--- src/rtl/wb_pkg.sv ---
// Shared writeback-stage definitions: opcode map, stage state, opcode classifiers.
package wb_pkg;

    localparam int unsigned OPC_W = 4;

    localparam logic [OPC_W-1:0] OP_LOAD      = 4'h0;
    localparam logic [OPC_W-1:0] OP_ALU_FIRST = 4'h1;
    localparam logic [OPC_W-1:0] OP_ALU_LAST  = 4'h6;
    localparam logic [OPC_W-1:0] OP_JMP       = 4'h7;
    localparam logic [OPC_W-1:0] OP_BRN       = 4'h8;
    localparam logic [OPC_W-1:0] OP_BRZ       = 4'h9;
    localparam logic [OPC_W-1:0] OP_HALT      = 4'hF;

    typedef enum logic [1:0] {
        RUN   = 2'd0,
        FLUSH = 2'd1,
        HALT  = 2'd2
    } wb_state_e;

    // ALU class updates the architectural flags
    function automatic logic is_alu(input logic [OPC_W-1:0] op);
        return (op >= OP_ALU_FIRST) && (op <= OP_ALU_LAST);
    endfunction

    // Classes that write the register file
    function automatic logic is_write(input logic [OPC_W-1:0] op);
        return (op == OP_LOAD) || is_alu(op);
    endfunction

endpackage

--- src/rtl/wb_flush_ctr.sv ---
// Wrong-path squash counter: load on redirect, count down, done when one cycle remains.
module wb_flush_ctr #(
    parameter int unsigned CYCLES = 2,
    localparam int unsigned CNT_W = (CYCLES > 0) ? $clog2(CYCLES + 1) : 1
) (
    input  logic clk,
    input  logic rst_n,
    input  logic load_i,
    input  logic dec_i,
    output logic done_c
);

    logic [CNT_W-1:0] cnt_q;
    logic [CNT_W-1:0] cnt_d;

    // Next count: load has priority, decrement saturates at zero
    always_comb begin
        cnt_d = cnt_q;
        if (load_i) begin
            cnt_d = CNT_W'(CYCLES);
        end else if (dec_i && (cnt_q != '0)) begin
            cnt_d = cnt_q - CNT_W'(1);
        end
    end

    // Count register
    always_ff @(posedge clk or negedge rst_n) begin
        if (!rst_n) begin
            cnt_q <= '0;
        end else begin
            cnt_q <= cnt_d;
        end
    end

    assign done_c = (cnt_q == CNT_W'(1));

endmodule

--- src/rtl/writeback_stage.sv ---
// Final pipeline stage: retires execute results, owns N/Z flags, squashes wrong path, halts.
module writeback_stage
    import wb_pkg::*;
#(
    parameter int unsigned DATA_W       = 16,
    parameter int unsigned PC_W         = 12,
    parameter int unsigned RF_AW        = 4,
    parameter int unsigned FLUSH_CYCLES = 2
) (
    input  logic              clk,
    input  logic              rst_n,
    input  logic              ex_valid,
    output logic              ex_ready,
    input  logic [OPC_W-1:0]  ex_opcode,
    input  logic [PC_W-1:0]   ex_operand,
    input  logic [RF_AW-1:0]  ex_rd,
    input  logic [DATA_W-1:0] ex_result,
    input  logic              ex_n,
    input  logic              ex_z,
    output logic              rf_we,
    output logic [RF_AW-1:0]  rf_waddr,
    output logic [DATA_W-1:0] rf_wdata,
    output logic              pc_load,
    output logic [PC_W-1:0]   pc_target,
    output logic              flag_n,
    output logic              flag_z,
    output logic              halted,
    output logic [15:0]       retired_cnt
);

    localparam int unsigned CNT_W     = 16;
    localparam bit          SQUASH_EN = (FLUSH_CYCLES != 0);

    wb_state_e state_q, state_d;

    logic              rf_we_q, rf_we_d;
    logic [RF_AW-1:0]  rf_waddr_q, rf_waddr_d;
    logic [DATA_W-1:0] rf_wdata_q, rf_wdata_d;
    logic              pc_load_q, pc_load_d;
    logic [PC_W-1:0]   pc_target_q, pc_target_d;
    logic              flag_n_q, flag_n_d;
    logic              flag_z_q, flag_z_d;
    logic              halted_q, halted_d;
    logic [CNT_W-1:0]  retired_q, retired_d;

    logic accept_c, commit_c, taken_c;
    logic ctr_load_c, ctr_dec_c, ctr_done_c;

    assign ex_ready = (state_q != HALT);
    assign accept_c = ex_valid && ex_ready;
    assign commit_c = accept_c && (state_q == RUN);

    // Branch decision uses flags as they stand before this commit
    assign taken_c = commit_c && ((ex_opcode == OP_JMP) ||
                                  ((ex_opcode == OP_BRN) && flag_n_q) ||
                                  ((ex_opcode == OP_BRZ) && flag_z_q));

    wb_flush_ctr #(
        .CYCLES (FLUSH_CYCLES)
    ) u_flush_ctr (
        .clk    (clk),
        .rst_n  (rst_n),
        .load_i (ctr_load_c),
        .dec_i  (ctr_dec_c),
        .done_c (ctr_done_c)
    );

    // State register
    always_ff @(posedge clk or negedge rst_n) begin
        if (!rst_n) begin
            state_q <= RUN;
        end else begin
            state_q <= state_d;
        end
    end

    // Next-state and squash-counter control
    always_comb begin
        state_d    = state_q;
        ctr_load_c = 1'b0;
        ctr_dec_c  = 1'b0;
        case (state_q)
            RUN: begin
                if (commit_c && (ex_opcode == OP_HALT)) begin
                    state_d = HALT;
                end else if (taken_c && SQUASH_EN) begin
                    state_d    = FLUSH;
                    ctr_load_c = 1'b1;
                end
            end
            FLUSH: begin
                ctr_dec_c = 1'b1;
                if (ctr_done_c) begin
                    state_d = RUN;
                end
            end
            HALT:    state_d = HALT;
            default: state_d = RUN;
        endcase
    end

    // Commit effects: pulses default low, data and flags hold unless committed
    always_comb begin
        rf_we_d     = 1'b0;
        pc_load_d   = 1'b0;
        rf_waddr_d  = rf_waddr_q;
        rf_wdata_d  = rf_wdata_q;
        pc_target_d = pc_target_q;
        flag_n_d    = flag_n_q;
        flag_z_d    = flag_z_q;
        halted_d    = halted_q;
        retired_d   = retired_q;
        if (commit_c) begin
            retired_d = retired_q + CNT_W'(1);
            if (is_write(ex_opcode)) begin
                rf_we_d    = 1'b1;
                rf_waddr_d = ex_rd;
                rf_wdata_d = ex_result;
            end
            if (is_alu(ex_opcode)) begin
                flag_n_d = ex_n;
                flag_z_d = ex_z;
            end
            if (taken_c) begin
                pc_load_d   = 1'b1;
                pc_target_d = ex_operand;
            end
            if (ex_opcode == OP_HALT) begin
                halted_d = 1'b1;
            end
        end
    end

    // Output registers
    always_ff @(posedge clk or negedge rst_n) begin
        if (!rst_n) begin
            rf_we_q     <= 1'b0;
            rf_waddr_q  <= '0;
            rf_wdata_q  <= '0;
            pc_load_q   <= 1'b0;
            pc_target_q <= '0;
            flag_n_q    <= 1'b0;
            flag_z_q    <= 1'b0;
            halted_q    <= 1'b0;
            retired_q   <= '0;
        end else begin
            rf_we_q     <= rf_we_d;
            rf_waddr_q  <= rf_waddr_d;
            rf_wdata_q  <= rf_wdata_d;
            pc_load_q   <= pc_load_d;
            pc_target_q <= pc_target_d;
            flag_n_q    <= flag_n_d;
            flag_z_q    <= flag_z_d;
            halted_q    <= halted_d;
            retired_q   <= retired_d;
        end
    end

    assign rf_we       = rf_we_q;
    assign rf_waddr    = rf_waddr_q;
    assign rf_wdata    = rf_wdata_q;
    assign pc_load     = pc_load_q;
    assign pc_target   = pc_target_q;
    assign flag_n      = flag_n_q;
    assign flag_z      = flag_z_q;
    assign halted      = halted_q;
    assign retired_cnt = retired_q;

endmodule

--- config.mk ---
export PLATFORM = sky130hd
export DESIGN_NAME = writeback_stage
export DESIGN_NICKNAME = d
export VERILOG_FILES = /design/src/rtl/wb_pkg.sv /design/src/rtl/wb_flush_ctr.sv /design/src/rtl/writeback_stage.sv
export SDC_FILE = /design/constraint.sdc
export NUM_CORES = 1
export LEC_CHECK = 0
export ABC_AREA = 1
export CAP_MARGIN = 20
export CORE_MARGIN = 8
export CORE_UTILIZATION = 29
export CTS_CLUSTER_DIAMETER = 100
export DETAILED_ROUTE_END_ITERATION = 12
export GPL_TIMING_DRIVEN = 1
export PLACE_DENSITY = 0.69
export RECOVER_POWER = 100
export SETUP_SLACK_MARGIN = 0.1
export SLEW_MARGIN = 10
export SYNTH_ARGS = -nofsm -noshare
export SYNTH_HDL_FRONTEND = slang
export SYNTH_SLANG_ARGS = --single-unit
--- constraint.sdc ---
create_clock -name clk -period 1.3 [get_ports clk]
set_input_delay 0.26 -clock clk [delete_from_list [all_inputs] [get_ports clk]]
set_output_delay 0.26 -clock clk [all_outputs]
set_load 0.1 [all_outputs]
==> metrics.cfg, run 1 <==
[setup_path]
cp_data_required_time_ns=1.04
path_max_fanout=4

[logic_synthesis]
synth-edff-count=0
syn_area_mm2=0.00258
ys_dominant_reg_cell=dfrtp_1
postSynthCellCount=314
synth.yosys.warnings=0

[placed_design]
io_buffers=94
routabilityCongestion=0.818
post_dp_hpwl_mm=5.66

[timing]
setup_repair_after_global_routing_missed_its_margin=yes
final_critical_path_setup_slack_ns=-0.0599
final.min_clock_period_ns=1.36
setup_viol=23
final.setup.tns_ns=-0.586
worst_pin_slew_ns=0.348
final_hold_viol_count=0

[routing]
wl_per_cell_um=14.9
route.final.wire_length_mm=8.85
drt.antenna.violating_nets=0
drt_drc_violations_left=0

[layout]
multiInputGateArea_mm2=0.00139
area_delta_synth_final_pct=109
dominant-cell-class=non-clock buffers
layout-drive-gt1-share=0.570
instances_no_fill=594
sequential_cell_area_mm2=0.00152
combAreaFraction=0.256
multi_input_comb_cells=226

[clocking]
cts-resized-gates=65
clock_root_cell=clkbuf_8
hold_buffers=1

[floorplan]
row_count=34
die_x_um=110
fp.dieArea_mm2=0.0122
tap-cell-count=108

[job]
max_cap_violations=0

[status]
violations=negative setup slack
status=complete, but fails checks

[global_route]
antenna_found_initial=0

run 1: final timing paths:
kind	start	endpoint	slack [ns]	cells past startpoint
worst max-delay path	state_q[0]	ex_ready	-0.06	3
worst min-delay path	rst_n	retired_cnt[6]	0.37	2
worst max register to register	state_q[0]	retired_cnt[6]	-0.04	8
worst min register to register	rf_wdata[7]	rf_wdata[7]	0.53	2
max in group asynchronous	rst_n	flag_z	0.20	3
min in group clk	ex_rd[0]	rf_waddr[0]	0.46	3
run 1: layout by cell type (no fill, tap or decap), types with 3 or more instances in the layout:
| cell type | netlist | final |
|---|---|---|
| buf_6 | 1 | 20 |
| nand4_1 | 3 | 3 |
| inv_1 | 19 | 16 |
| dfrtp_2 | 0 | 23 |
| buf_8 | 0 | 3 |
| dfrtp_1 | 57 | 18 |
| nor2_2 | 2 | 5 |
| nand2_2 | 1 | 50 |
| o21ai_0 | 28 | 4 |
| clkdlybuf4s50_1 | 0 | 38 |
| buf_12 | 0 | 51 |
| nand2_4 | 0 | 7 |
| dfrtp_4 | 0 | 16 |
| xnor2_1 | 3 | 3 |
| o21ai_1 | 0 | 15 |
| nor2_4 | 1 | 13 |
| inv_2 | 3 | 4 |
| nor2_1 | 23 | 8 |
| o21ai_2 | 0 | 9 |
| clkbuf_8 | 0 | 13 |
| buf_4 | 0 | 46 |
| nand2_1 | 142 | 85 |
| nand3_1 | 6 | 4 |
| xor2_1 | 6 | 6 |
run 1: critical path, delay by kind of cell (launching register included):
kind / cells / cell delay (ns)
buffers and inverters: 2 / 0.29
DFF: 1 / 0.40
and+or+nand+nor: 1 / 0.07
run 1: stage by stage:
stage	util	hold WS [ns]	instance area [um2]
2_1_floorplan	-	-0.0356	2750
3_3_place_gp	0.514	0.192	4460
3_5_place_dp	0.514	0.197	4460
4_1_cts	0.589	0.393	5110
5_1_grt	0.624	0.421	5410
6_report	0.624	0.371	5410
run 1: routing by layer:
metal | vias to the layer above | routed length, um | GRT usage
li1 | 1316 | - | -
met1 | 1293 | 3460 | 0.145
met2 | 80 | 4600 | 0.237
met3 | 18 | 587 | 0.0541
met4 | 0 | 204 | 0.0324
met5 | - | 0 | 0
run 1: kinds of logic (layout without fill, tap and decap cells):
kind of cell	Yosys count	count (layout)	share of synthesized area
simple gates	181	181	0.283
flops	57	57	0.552
compound gates	32	32	0.0653
buf+inv	31	203	0.0508
xor+xnor	9	9	0.0305
fa+ha+maj	3	3	0.0145
mux	1	1	0.00436
run 1: sequential cells by signal, indices dropped and copies added, names as in the netlist:
signal,cells
pc_target,12
flag_z,1
retired_cnt,16
state_q,2
rf_waddr,4
rf_we,1
flag_n,1
rf_wdata,16
u_flush_ctr.cnt_q,2
halted,1
pc_load,1
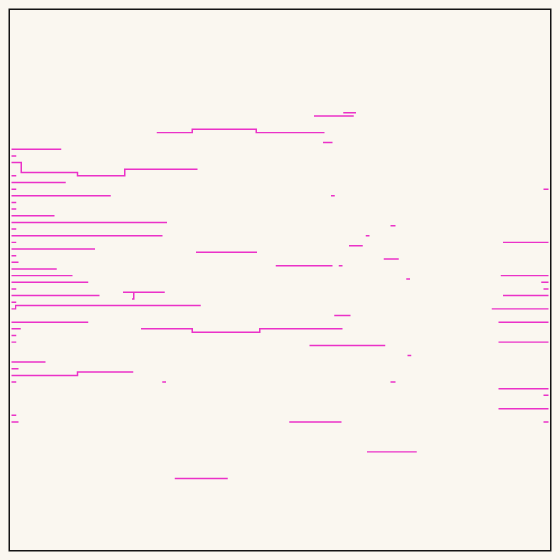
**Above:** run 1 (the metal 3 layer).
The layer carries 587 um of wire. The layer holds 6.6% of the routed length.

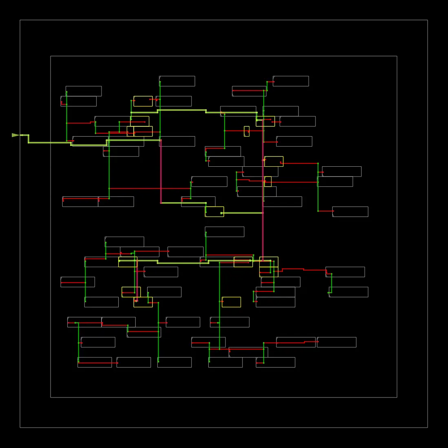
**Above:** run 1 (clock wiring as the flow saved it).
Seq Cell Count: 57
final setup skew: 0.00539 ns
total clock buffers created by CTS: 9
later-pin clock latency in the skew report: 0.33 ns

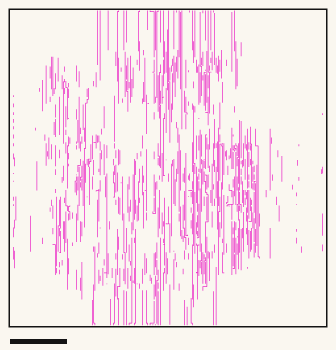
**Above:** run 1 (the metal 2 layer).
The bar under the picture is 20 um long.
439 nets have wire on it. The layer carries 4600 um of wire. The wires run mostly vertical.

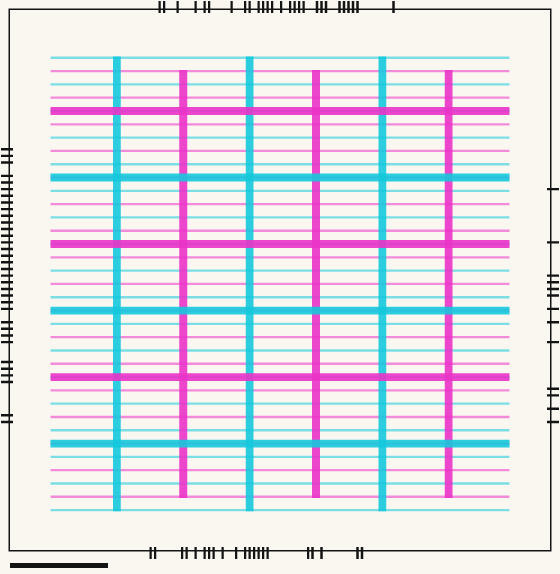
**Above:** run 1 (PDN straps and rails).
The bar under the picture is 20 um long. Pins as bars on the die edge.
VDD: shown in magenta. VSS: shown in cyan.
35 met1 rails follow the rows. 95 signal pins sit on the boundary. The core has 34 rows. 6 straps on met4. 6 straps on met5.

## Run 2: what changed since run 1
HOLD_SLACK_MARGIN = 0.02   (was not set)
TNS_END_PERCENT = 20   (was not set)
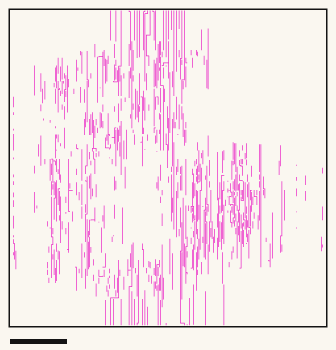
**Above:** run 2 (the metal 2 layer).
The bar under the picture is 20 um long.
The wires run mostly vertical. The layer carries 3550 um of wire. The longest straight run is 42.8 um. The layer holds 46% of the routed length.

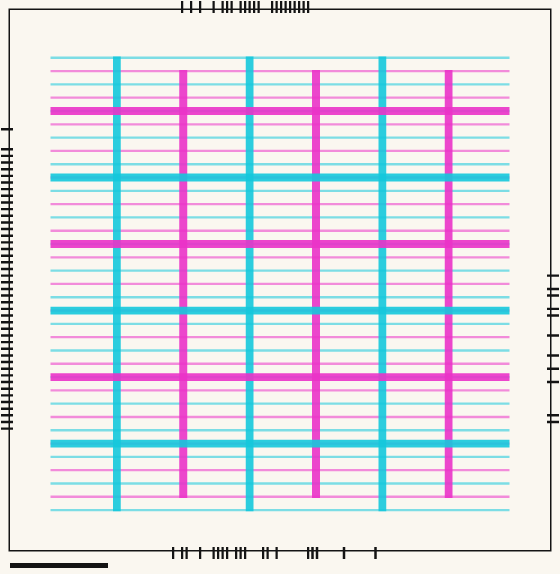
**Above:** run 2 (PDN straps and rails).
The bar under the picture is 20 um long. Pins as bars on the die edge.
die span in x: 110 um
floorplan die height: 110 um

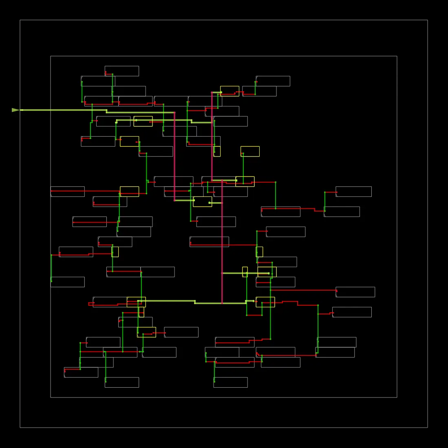
**Above:** run 2 (clock wiring as the flow saved it).
final setup skew: 0.00938 ns
clock sinks: 57
clock buf count: 13

==> run 2 against run 1 <==
  * The flow still finishes with violations (negative setup slack)
  * Global-route usage shrank 0.60 points
  * Largest cell class is now sequential cells
  * Final cell count is 6.2% lower
  * Via count fell by 7.9%
  * Synthesized cell count unchanged
  * Sequential cell count is the same
==> metrics.cfg, run 2 <==
[layout]
utilization=0.520  ; -0.103
final_cell_mix=122 x nand2_1, 39 x dfrtp_1, 39 x clkdlybuf4s50_1
n_antenna_cell=0
layout-drive-gt1-share=0.359  ; -0.211
area_delta_synth_final_pct=74.6
layout.filler_cells=832
sequential_cell_area_mm2=0.00149  ; -1.7%
instances_no_fill=557  ; -6.2%
layout.cells.most_common=nand2_1
finish.instance_area_mm2=0.00451  ; -17%
multiInputGateArea_mm2=0.00115  ; -17%
nets=488

[logic_synthesis]
syn_area_mm2=0.00258  ; unchanged
synth_cell_types=24
yosys_register_bits=57
post_synth_xor_area_fraction=0.0305  ; unchanged
synth_simple_gate_area_share=0.283  ; unchanged
postSynthCellCount=314  ; unchanged
synth-edff-count=0  ; unchanged
synth-compound-area-share=0.0653  ; unchanged
synth_chip_area_mm2=0.00258
topCombFamilyByArea=simple AND/OR/NAND/NOR gates
ys_dominant_reg_cell=dfrtp_1
synthMuxAreaShare=0.00436  ; unchanged
largest_area_cell=dfrtp_1
synth.top_cells.by_area=dfrtp_1 55%, nand2_1 21%, o21ai_0 5.4%, nor2_1 3.3%, inv_1 2.8%
synth.yosys.warnings=0  ; unchanged
synthAdderAreaFrac=0.0145  ; unchanged
netlist_top_cells_count=142 x nand2_1, 57 x dfrtp_1, 28 x o21ai_0, 23 x nor2_1, 19 x inv_1
synthesis.nets=358

[job]
max_cap_violations=0  ; unchanged
warning_count=30

[clocking]
cts.reportedPaths.clkPinSlew_ns=0.07
clock_root_cell=clkbuf_8
insertion_delay_ns=0.33  ; about the same
cts-htree-levels=3
cts_buffer_depth=2
cts_inserted_buffers=9  ; unchanged

[worst_hold_path]
classification_of_the_worst_slack_hold_path=in2async

[global_route]
grt_start_max_net_pins=26
wire_length_of_the_first_global_routing_pass_mm=13.0
first_global_vias=2646
antenna_found_initial=0  ; unchanged

[setup_path]
timing.rr.start=state_q[1]
cp_launch_type=flop
path_max_fanout=2  ; -2
critPathKind=reg2out
critical_path.startpoint=state_q[1]
cp_data_required_time_ns=1.04  ; about the same

[placed_design]
routabilityCongestion=0.801  ; -2.1%
dp_slack_ns=-0.325
place_inst=523
post_dp_hpwl_mm=5.81  ; +2.6%
io_buffers=94  ; unchanged
place_area_mm2=0.00444  ; -0.51%

[routing]
wl_per_cell_um=13.8  ; -7.5%
route.final.wire_length_mm=7.68  ; -13%
firstDrtPassIters=4
drt.antenna.violating_nets=0  ; unchanged
drt_iter0_drc=73
drt_drc_violations_left=0  ; unchanged

[status]
violations=negative setup slack
status=complete, but fails checks

[timing]
relSlewSlack=0.630
layout_worst_path_cycle_share=1.06
hold_slack_ns=0.431  ; +0.0606 ns
setup_viol=16  ; -30%
worst_pin_slew_ns=0.556  ; +0.208 ns
setup_repair_after_global_routing_missed_its_margin=yes
final_hold_viol_count=0  ; unchanged
final_critical_path_setup_slack_ns=-0.0832  ; -0.0233 ns
fmax_mhz=723
final.min_clock_period_ns=1.38  ; +0.0233 ns

[floorplan]
fp.dieArea_mm2=0.0122  ; unchanged
floorplan.io_pins=95
core_mm2=0.00868
row_count=34  ; unchanged

## run 2: path summary, 6_finish.rpt
kind | cells past startpoint | slack [ns] | end
worst max-delay path | 3 | -0.08 | ex_ready
worst max register to register | 8 | -0.05 | pc_target[9]
min in group clk | 3 | 0.46 | rf_waddr[1]
worst min register to register | 2 | 0.50 | pc_target[5]
worst min-delay path | 2 | 0.43 | retired_cnt[12]
max in group asynchronous | 3 | 0.11 | retired_cnt[3]
## run 2: per-stage QoR
stage / setup TNS, ns
finish: -0.458
global route: -6.03
CTS: -0.880
detailed placement: -13.46
global placement: -11.08
floorplan: -1.03
## run 2: critical path: stages, from the launching register on
cell and delay [ns]:
dfrtp_1 0.41, buf_6 0.13, nand2_4 0.08, buf_12 0.17
## run 2: routing by layer
layer,vias to the layer above,global-route usage,share of wire
li1,1239,-,-
met1,1167,0.146,0.42
met2,75,0.198,0.46
met3,13,0.0693,0.097
met4,0,0.0477,0.016
met5,-,0,0
## run 2: final cells by class
| class | count | area share |
|---|---|---|
| Clock buffer | 13 | 0.0352 |
| Clock inverter | 3 | 0.00333 |
| Inverter | 22 | 0.0200 |
| Multi-Input combinational cell | 226 | 0.256 |
| Sequential cell | 57 | 0.330 |
| Tap cell | 108 | 0.0299 |
| Timing Repair Buffer | 128 | 0.326 |
## run 2: logic make-up after synthesis
group	after synthesis
multiplexers	1
XOR/XNOR	9
AND-OR/OR-AND	32
AND/OR/NAND/NOR	181
buffers and inverters	31
flip-flops	57
adder cells (fa/ha/maj)	3
## run 2: what timing repair did
item	CTS	global route
hold buffers	1	0
pin swaps	2	11
resized	10	20
hold endpoints to repair	8	0
buffers inserted	15	2
setup endpoints to repair	79	108
## Run 3: what changed since run 2
==> constraint.sdc (replaced) <==
create_clock -name clk -period 1.3 [get_ports clk]
set_input_delay 0.13 -clock clk [delete_from_list [all_inputs] [get_ports clk]]
set_output_delay 0.13 -clock clk [all_outputs]
set_load 0.1 [all_outputs]
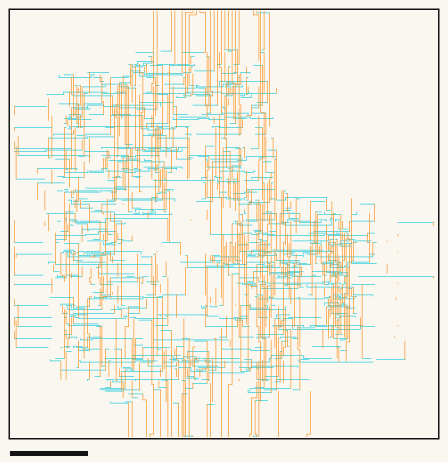
**Above:** run 3 (wiring by layer).
The bar under the picture is 20 um long. Two of the layers only.
M2: shown in orange, wire length 4160 um. M1: shown in cyan, wire length 3120 um.

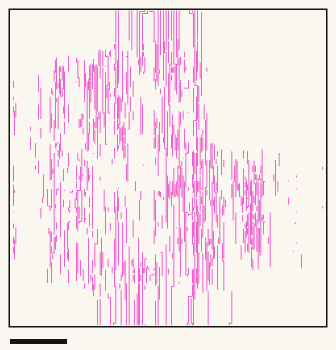
**Above:** run 3 (the metal 2 layer).
The bar under the picture is 20 um long.
The layer carries 4160 um of wire. The wires run mostly vertical.

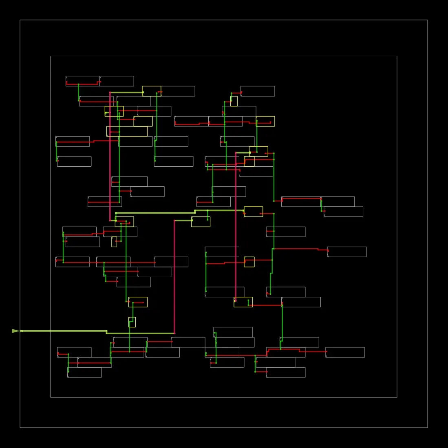
**Above:** run 3 (clock wiring as the flow saved it).
clock buf count: 11
final setup skew: 0.00456 ns

==> run 3 against run 2 <==
  * The run now ends clean
  * Clock skew is 0.0048 ns lower
  * Cell area fell by 2.0%
  * Largest cell class unchanged
  * Hold slack lost 0.12 ns
  * Synthesized area unchanged
  * Routed wire length is 5.9% higher
  * Register-to-register slack gained 0.05 ns
  * Utilization shrank 1.1 points
  * Setup slack improved by 0.086 ns
==> metrics.cfg, run 3 <==
[job]
max_cap_violations=0  ; unchanged
warning_count=30  ; unchanged

[logic_synthesis]
yosys_register_bits=57  ; unchanged
postSynthCellCount=314  ; unchanged
synth-edff-count=0  ; unchanged
synth_chip_area_mm2=0.00258  ; unchanged
netlist_top_cells_count=142 x nand2_1, 57 x dfrtp_1, 28 x o21ai_0, 23 x nor2_1, 19 x inv_1
syn_area_mm2=0.00258  ; unchanged
synth_cell_types=24  ; unchanged
ys_dominant_reg_cell=dfrtp_1
largest_area_cell=dfrtp_1
synth.yosys.warnings=0  ; unchanged

[layout]
layout-drive-gt1-share=0.390  ; +0.0316
layout.cells.most_common=nand2_1
area_delta_synth_final_pct=71.1
utilization=0.510  ; -0.0105
final_cell_mix=112 x nand2_1, 41 x dfrtp_1, 39 x clkdlybuf4s50_1
n_antenna_cell=0  ; unchanged
finish.instance_area_mm2=0.00442  ; -2.0%

[timing]
worst_pin_slew_ns=0.607  ; +0.0518 ns
setup_viol=0  ; -16
fmax_mhz=771  ; +6.6%
setup_repair_after_global_routing_missed_its_margin=yes
relSlewSlack=0.595  ; -0.0345
hold_slack_ns=0.316  ; -0.115 ns
final.min_clock_period_ns=1.30  ; -0.0860 ns

[floorplan]
row_count=34  ; unchanged
fp.dieArea_mm2=0.0122  ; unchanged
floorplan.io_pins=95  ; unchanged
core_mm2=0.00868  ; unchanged
die_x_um=110  ; unchanged

[global_route]
wire_length_of_the_first_global_routing_pass_mm=13.0  ; +0.11%
grt_start_max_net_pins=40  ; +54%
antenna_found_initial=0  ; unchanged
first_global_vias=2665  ; +0.72%

[setup_path]
cp_data_required_time_ns=1.53  ; +0.49 ns
timing.rr.start=state_q[0]
critPathKind=reg2reg
critical_path.startpoint=state_q[0]
cp_launch_type=flop

[routing]
drt.antenna.violating_nets=0  ; unchanged
route.final.wire_length_mm=8.14  ; +5.9%
wl_per_cell_um=14.7  ; +6.5%
drt_iter0_drc=84  ; +15%
drt_drc_violations_left=0  ; unchanged

[clocking]
cts.reportedPaths.clkPinSlew_ns=0.07  ; about the same
cts_inserted_buffers=9  ; unchanged
cts_num_sinks=57  ; unchanged
cts_buffer_depth=2  ; unchanged
clock_root_cell=clkbuf_8
cts-htree-levels=3  ; unchanged

[placed_design]
post_dp_hpwl_mm=5.95  ; +2.4%
routabilityCongestion=0.804  ; +0.29%
place_area_mm2=0.00443  ; -0.17%
dp_slack_ns=-0.190  ; +0.135 ns
io_buffers=94  ; unchanged

[status]
status=complete, no violations

[worst_hold_path]
classification_of_the_worst_slack_hold_path=in2async

[run 3: cell counts after synthesis]
Identical to the previous run, type by type.
[run 3: worst paths after layout]
path,endpoint,slack (ns),cells after the start
max in group asynchronous,flag_z,0.18,3
worst min-delay path,retired_cnt[5],0.32,2
worst max-delay path,pc_target[4],0.003,7
worst max register to register,pc_target[4],0.003,7
worst min register to register,halted,0.46,2
min in group clk,rf_wdata[0],0.33,3
[run 3: layer usage]
metal | track usage | vias up | routed length [um]
li1 | - | 1231 | -
met5 | 0 | - | 0
met2 | 0.222 | 71 | 4160
met3 | 0.0693 | 12 | 705
met1 | 0.129 | 1204 | 3120
met4 | 0.0486 | 0 | 143
[run 3: cell families (layout without fill, tap and decap cells)]
kind of cell | Yosys count | after routing | synth area share
and+or+nand+nor | 181 | 181 | 0.283
DFF | 57 | 57 | 0.552
AOI/OAI and AO/OA | 32 | 32 | 0.0653
buffers and inverters | 31 | 163 | 0.0508
xor gates and xnor gates | 9 | 9 | 0.0305
adders and majority gates | 3 | 3 | 0.0145
muxes | 1 | 1 | 0.00436
[run 3: stage by stage]
stage,cells,TNS [ns]
after floorplan,314,-1.23
after global placement,524,-3.68
after detailed placement,524,-5.59
after CTS,544,0
after global routing,554,-1.28
final,554,0
[run 3: layout make-up]
type	count	area, um2
well taps	108	135
fillers	825	4260
inverters	22	87.6
multi-input cells	226	1240
clock inverters	5	55.1
repair buffers	125	1280
clock buffers	11	141
flip-flops and latches	57	1480
[run 3: worst max-delay path, cell delays in order, from the launching register on]
cell and delay, ns:
dfrtp_1 0.39, inv_2 0.12, nand3_4 0.14, a21oi_4 0.16, nand2_4 0.10, buf_8 0.16
nand2_2 0.06, nand2_2 0.05
[run 3: timing repair]
item,4_1_cts,5_1_grt
setup endpoints to repair,44,63
hold buffers,1,0
endpoints found under the hold margin,57,0
buffers inserted,3,10
gates resized,13,47
pin swaps,6,28
